Figure 1. Wire density map.
Scale bar: 20 µm. 12 x 12 tiles, from white (low) to dark blue (high), scaled to the fullest tile. Values are wire area over tile area, all layers added.
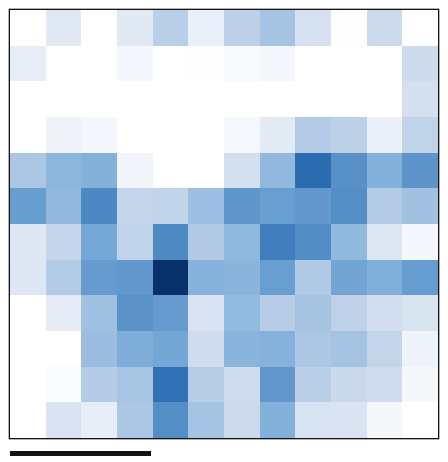
Figure 2. Clock distribution.
Scale bar: 20 µm.
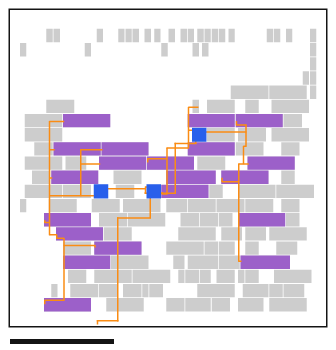
Figure 3. Clock routing.
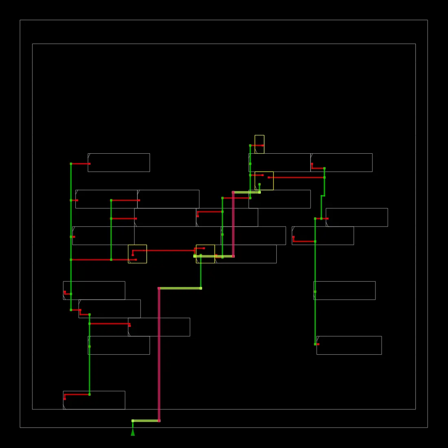
Figure 4. Met3 routing.
Cells faint in the background.
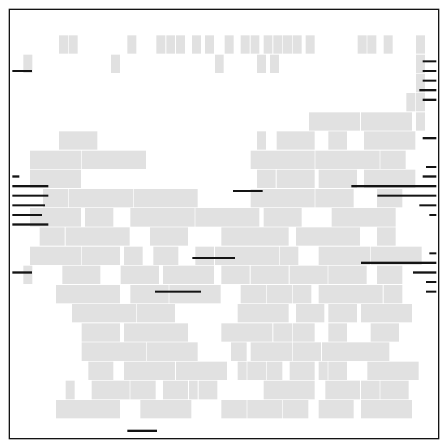
Figure 5. Close-up of the layout.
Region (10, 10) to (50, 50) µm. Cells in gray, sequential cells in the stronger gray; small squares are vias.
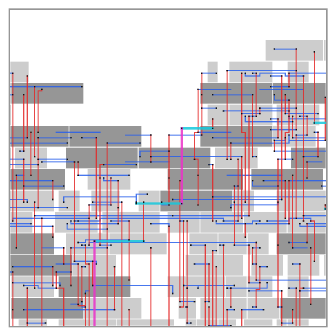
==> src/rtl/demux1to2_stream.sv <==
// demux1to2_stream: registered 1-to-2 valid/ready stream demultiplexer.
// Each input word goes to port A (in_sel=0) or port B (in_sel=1). Each port
// has a one-entry holding slot, so one stalled consumer never blocks the other.
// Optional per-port accept counters are enabled by defining DEMUX_STREAM_CNT_EN.
// When it is not defined, a_count and b_count are tied to zero.
module demux1to2_stream #(
  parameter int unsigned WIDTH = 9,
  parameter int unsigned CNT_W = 16
) (
  input  logic             clk,
  input  logic             rst,
  input  logic [WIDTH-1:0] in_data,
  input  logic             in_sel,
  input  logic             in_valid,
  output logic             in_ready,
  output logic [WIDTH-1:0] a_data,
  output logic             a_valid,
  input  logic             a_ready,
  output logic [WIDTH-1:0] b_data,
  output logic             b_valid,
  input  logic             b_ready,
  output logic [CNT_W-1:0] a_count,
  output logic [CNT_W-1:0] b_count
);

  logic             a_valid_q, a_valid_d;
  logic             b_valid_q, b_valid_d;
  logic [WIDTH-1:0] a_data_q, a_data_d;
  logic [WIDTH-1:0] b_data_q, b_data_d;
  logic             load_a, load_b;
  logic             drain_a, drain_b;

  // A slot can take a word when it is empty or is being drained this cycle.
  // The result never depends on in_valid.
  always_comb begin
    in_ready = in_sel ? (~b_valid_q | b_ready) : (~a_valid_q | a_ready);
  end

  // Decode accepts and drains for each port
  always_comb begin
    load_a  = in_valid & in_ready & ~in_sel;
    load_b  = in_valid & in_ready &  in_sel;
    drain_a = a_valid_q & a_ready;
    drain_b = b_valid_q & b_ready;
  end

  // Slot next state: a load wins over a drain, so a port can stream 1 word per cycle
  always_comb begin
    a_valid_d = a_valid_q;
    a_data_d  = a_data_q;
    b_valid_d = b_valid_q;
    b_data_d  = b_data_q;
    if (load_a) begin
      a_valid_d = 1'b1;
      a_data_d  = in_data;
    end else if (drain_a) begin
      a_valid_d = 1'b0;
    end
    if (load_b) begin
      b_valid_d = 1'b1;
      b_data_d  = in_data;
    end else if (drain_b) begin
      b_valid_d = 1'b0;
    end
  end

  // Slot registers; reset discards any word held in a slot
  always_ff @(posedge clk or posedge rst) begin
    if (rst) begin
      a_valid_q <= 1'b0;
      b_valid_q <= 1'b0;
      a_data_q  <= '0;
      b_data_q  <= '0;
    end else begin
      a_valid_q <= a_valid_d;
      b_valid_q <= b_valid_d;
      a_data_q  <= a_data_d;
      b_data_q  <= b_data_d;
    end
  end

  assign a_valid = a_valid_q;
  assign b_valid = b_valid_q;
  assign a_data  = a_data_q;
  assign b_data  = b_data_q;

`ifdef DEMUX_STREAM_CNT_EN
  localparam logic [CNT_W-1:0] CNT_MAX = {CNT_W{1'b1}};

  logic [CNT_W-1:0] a_count_q, a_count_d;
  logic [CNT_W-1:0] b_count_q, b_count_d;

  // Saturating accept counters; they do not wrap
  always_comb begin
    a_count_d = a_count_q;
    b_count_d = b_count_q;
    if (load_a && (a_count_q != CNT_MAX)) a_count_d = a_count_q + CNT_W'(1);
    if (load_b && (b_count_q != CNT_MAX)) b_count_d = b_count_q + CNT_W'(1);
  end

  // Counter registers, cleared only by reset
  always_ff @(posedge clk or posedge rst) begin
    if (rst) begin
      a_count_q <= '0;
      b_count_q <= '0;
    end else begin
      a_count_q <= a_count_d;
      b_count_q <= b_count_d;
    end
  end

  assign a_count = a_count_q;
  assign b_count = b_count_q;
`else
  assign a_count = '0;
  assign b_count = '0;
`endif

endmodule

==> config.mk <==
export PLATFORM = sky130hd
export DESIGN_NAME = demux1to2_stream
export DESIGN_NICKNAME = d
export VERILOG_FILES = /design/src/rtl/demux1to2_stream.sv
export SDC_FILE = /design/constraint.sdc
export NUM_CORES = 1
export LEC_CHECK = 0
export CAP_MARGIN = 25
export CORE_MARGIN = 1.5
export CORE_UTILIZATION = 33
export CTS_CLUSTER_DIAMETER = 30
export CTS_CLUSTER_SIZE = 10
export DETAILED_ROUTE_END_ITERATION = 10
export HOLD_SLACK_MARGIN = 0.08
export PLACE_DENSITY = 0.76
export SLEW_MARGIN = 20
export SYNTH_ARGS = -nofsm -noshare
export SYNTH_HDL_FRONTEND = slang
export SYNTH_SLANG_ARGS = --single-unit
==> constraint.sdc <==
create_clock -name clk -period 1.16 [get_ports clk]
set_input_delay 0.232 -clock clk [delete_from_list [all_inputs] [get_ports clk]]
set_output_delay 0.232 -clock clk [all_outputs]
set_load 0.05 [all_outputs]
==> reports/metrics.yaml <==
run_status:
  status: "finished with violations"
  violations: "setup timing"
layout:
  area_share_nonclk_buffers_pct: 39.0
  inv_count: 1
  buffers: 51
  final_cell_area_um2: 1790
  layout.area.comb_um2: 504
  nFlopsAndLatches: 20
  fillers: 265
  nClkBuffers: 4
  area_growth_pct: 63.3
  num-multi-input-gates: 61
  drive_above_1_share_pct: 49.6
  fin_cells: 181
  sh_comb_area_pct: 28.1
  fin_nets: 153
  mostFrequentLayoutCell: "conb_1"
  antenna_cells: 0
  dominant_cells: "buffers"
  seq_area_share_pct: 28.1
  final_util_pct: 57.7
routing:
  drt.antenna.violating_nets: 0
  first_pass_iters: 2
  top_layer: "met4"
  vias_per_cell: 3.74
  wl_met3_um: 100
  drt_iter0_drc: 2
  wl_met2_um: 1180
clocking:
  cts_max_path_buffers: 2
  root_buffer: "clkbuf_4"
  postCtsHoldBufs: 0
  tritoncts: "yes"
  numCtsBuffers: 3
  path_clk_slew_ns: 0.10
  htreeDepth: 1
final_timing:
  period_used_pct: 126
  timing.final.ws_setup_ns: -0.301
  setup_viol: 21
  fin_crit_ns: 1.46
  drv_slew: 0
  finalHoldViolations: 0
  finalHoldWorstSlack_ns: 0.245
  clock.fmax_mhz: 685
pwr:
  p_int_mw: 1.71
  total_power_mw: 2.89
  combPwrFrac_pct: 55.5
  irDropWorstVdd_mv: 0.978
  leakage_nw: 0.880
  pwr-share-seq_pct: 33.1
  switching_share_pct: 40.9
  p_clk_share_pct: 11.5
die:
  fp_util_pct: 35.4
  std_cell_rows: 20
  core_um2: 3100
  dieWidth_um: 60.7
  io_pins: 68
  taps: 44
global_route:
  use_met1_pct: 15.7
  grt_pass1_vias: 675
  grt_antenna_before_repair: 0
  gr-total-overflow: 0
  grt.busiest_layer: "met2"
  met2_usage_pct: 22.4
synth:
  ys_seq_elements: 20
  ys_top_cells_by_count: "32 x buf_4, 20 x dfrtp_1, 9 x mux2_2, 9 x mux2_4"
  most_common_cell: "buf_4"
  simple_gate_share_pct: 7.98
  logic_family: "buffers and inverters"
  yosys_cells: 83
  xor_share_pct: 0
  yosysTopAreaCellShare_pct: 45.6
  synth_area_um2: 1100
  ff_type: "dfrtp_1"
  synthArstFlopShare_pct: 100
  edf_count: 0
  yosysUniqueCellTypes: 15
  postSynthAreaPerCell_um2: 13.2
  yosys_area_um2: 1100
worst_setup_path:
  path_cells: "clkdlybuf4s50_1 > and2b_2 > a21oi_4 > buf_12"
  cp.arrival_ns: 1.23
  crit_path_end_kind: "output pin"
  crit_buf_inv: 2
  r2r_start: "b_valid"
  r2r_slack_ns: -0.29
  rr_endpoint: "b_data[7]"
  critical_path_class: "in -> out"
  cp_slowest_cell: "clkdlybuf4s50_1"
  cp_max_fo: 2
place:
  hpwl_um: 1570
  io_buffer_count: 35
  placed_area_um2: 1640
  dpl.cell_count: 166
  preCtsSetupSlack_ns: -0.503
run:
  drv_cap: 0
  warnings: 29
min_path:
  hold_path_class: "in -> async"
## Picture notes: Figure 1
fullest tile = 0.35
emptiest ninth of the die = north-west
tiles over half the peak = 17%
mean over tiles = 0.091
via count: 677
WL final: 2150 µm
All-Layer GR Usage: 12.8%
wire length per cell: 11.9 µm

## Picture notes: Figure 2
blue -> cells driving clock nets  # count 3
purple -> flip-flops  # count 20
orange -> clock wires  # length 222 µm
routed clock nets = 4

## Picture notes: Figure 3
CTS Sinks: 20
clk ins delay skew pair: 0.29 ns
Worst Skew: 0.00473 ns
Clk. pwr: 0.331 mW

## Picture notes: Figure 4
longest straight run = 11.7 µm
nets with wire on the layer = 27
main direction = horizontal
met3 Resource Use GR: 2.56%

## Picture notes: Figure 5
cyan -> met3
blue -> met1
red -> met2
magenta -> met4
cells with their middle in the window = 60
most frequent = dfrtp_1 (16), mux2_4 (15), buf_12 (6)
netlist names of flops here include = `b_data` (9), `a_data` (7)
sequential cells in the window = 18

## how the worst max path moves through the flow
stage | start | endpoint | slack, ns | depth (start not counted)
final | b_ready | in_ready | -0.30 | 4
after global routing | b_valid | in_ready | -0.37 | 3
after CTS | a_valid | in_ready | -0.31 | 5
after detailed placement | in_valid | b_data[8] | -0.50 | 4
after global placement | in_valid | b_data[1] | -0.45 | 4
after floorplan | b_valid | b_data[0] | -0.24 | 3
## power groups by stage
stage | Sequential (mW) | Combinational, mW | Clock, mW
floorplan | 1.32 | 0.527 | 0
global placement | 0.962 | 1.49 | 0
detailed placement | 0.966 | 1.50 | 0
CTS | 0.957 | 1.57 | 0.343
global route | 0.968 | 1.66 | 0.384
finish | 0.954 | 1.60 | 0.331
Power figures rest on the tool's default switching activity, not on a simulated workload.
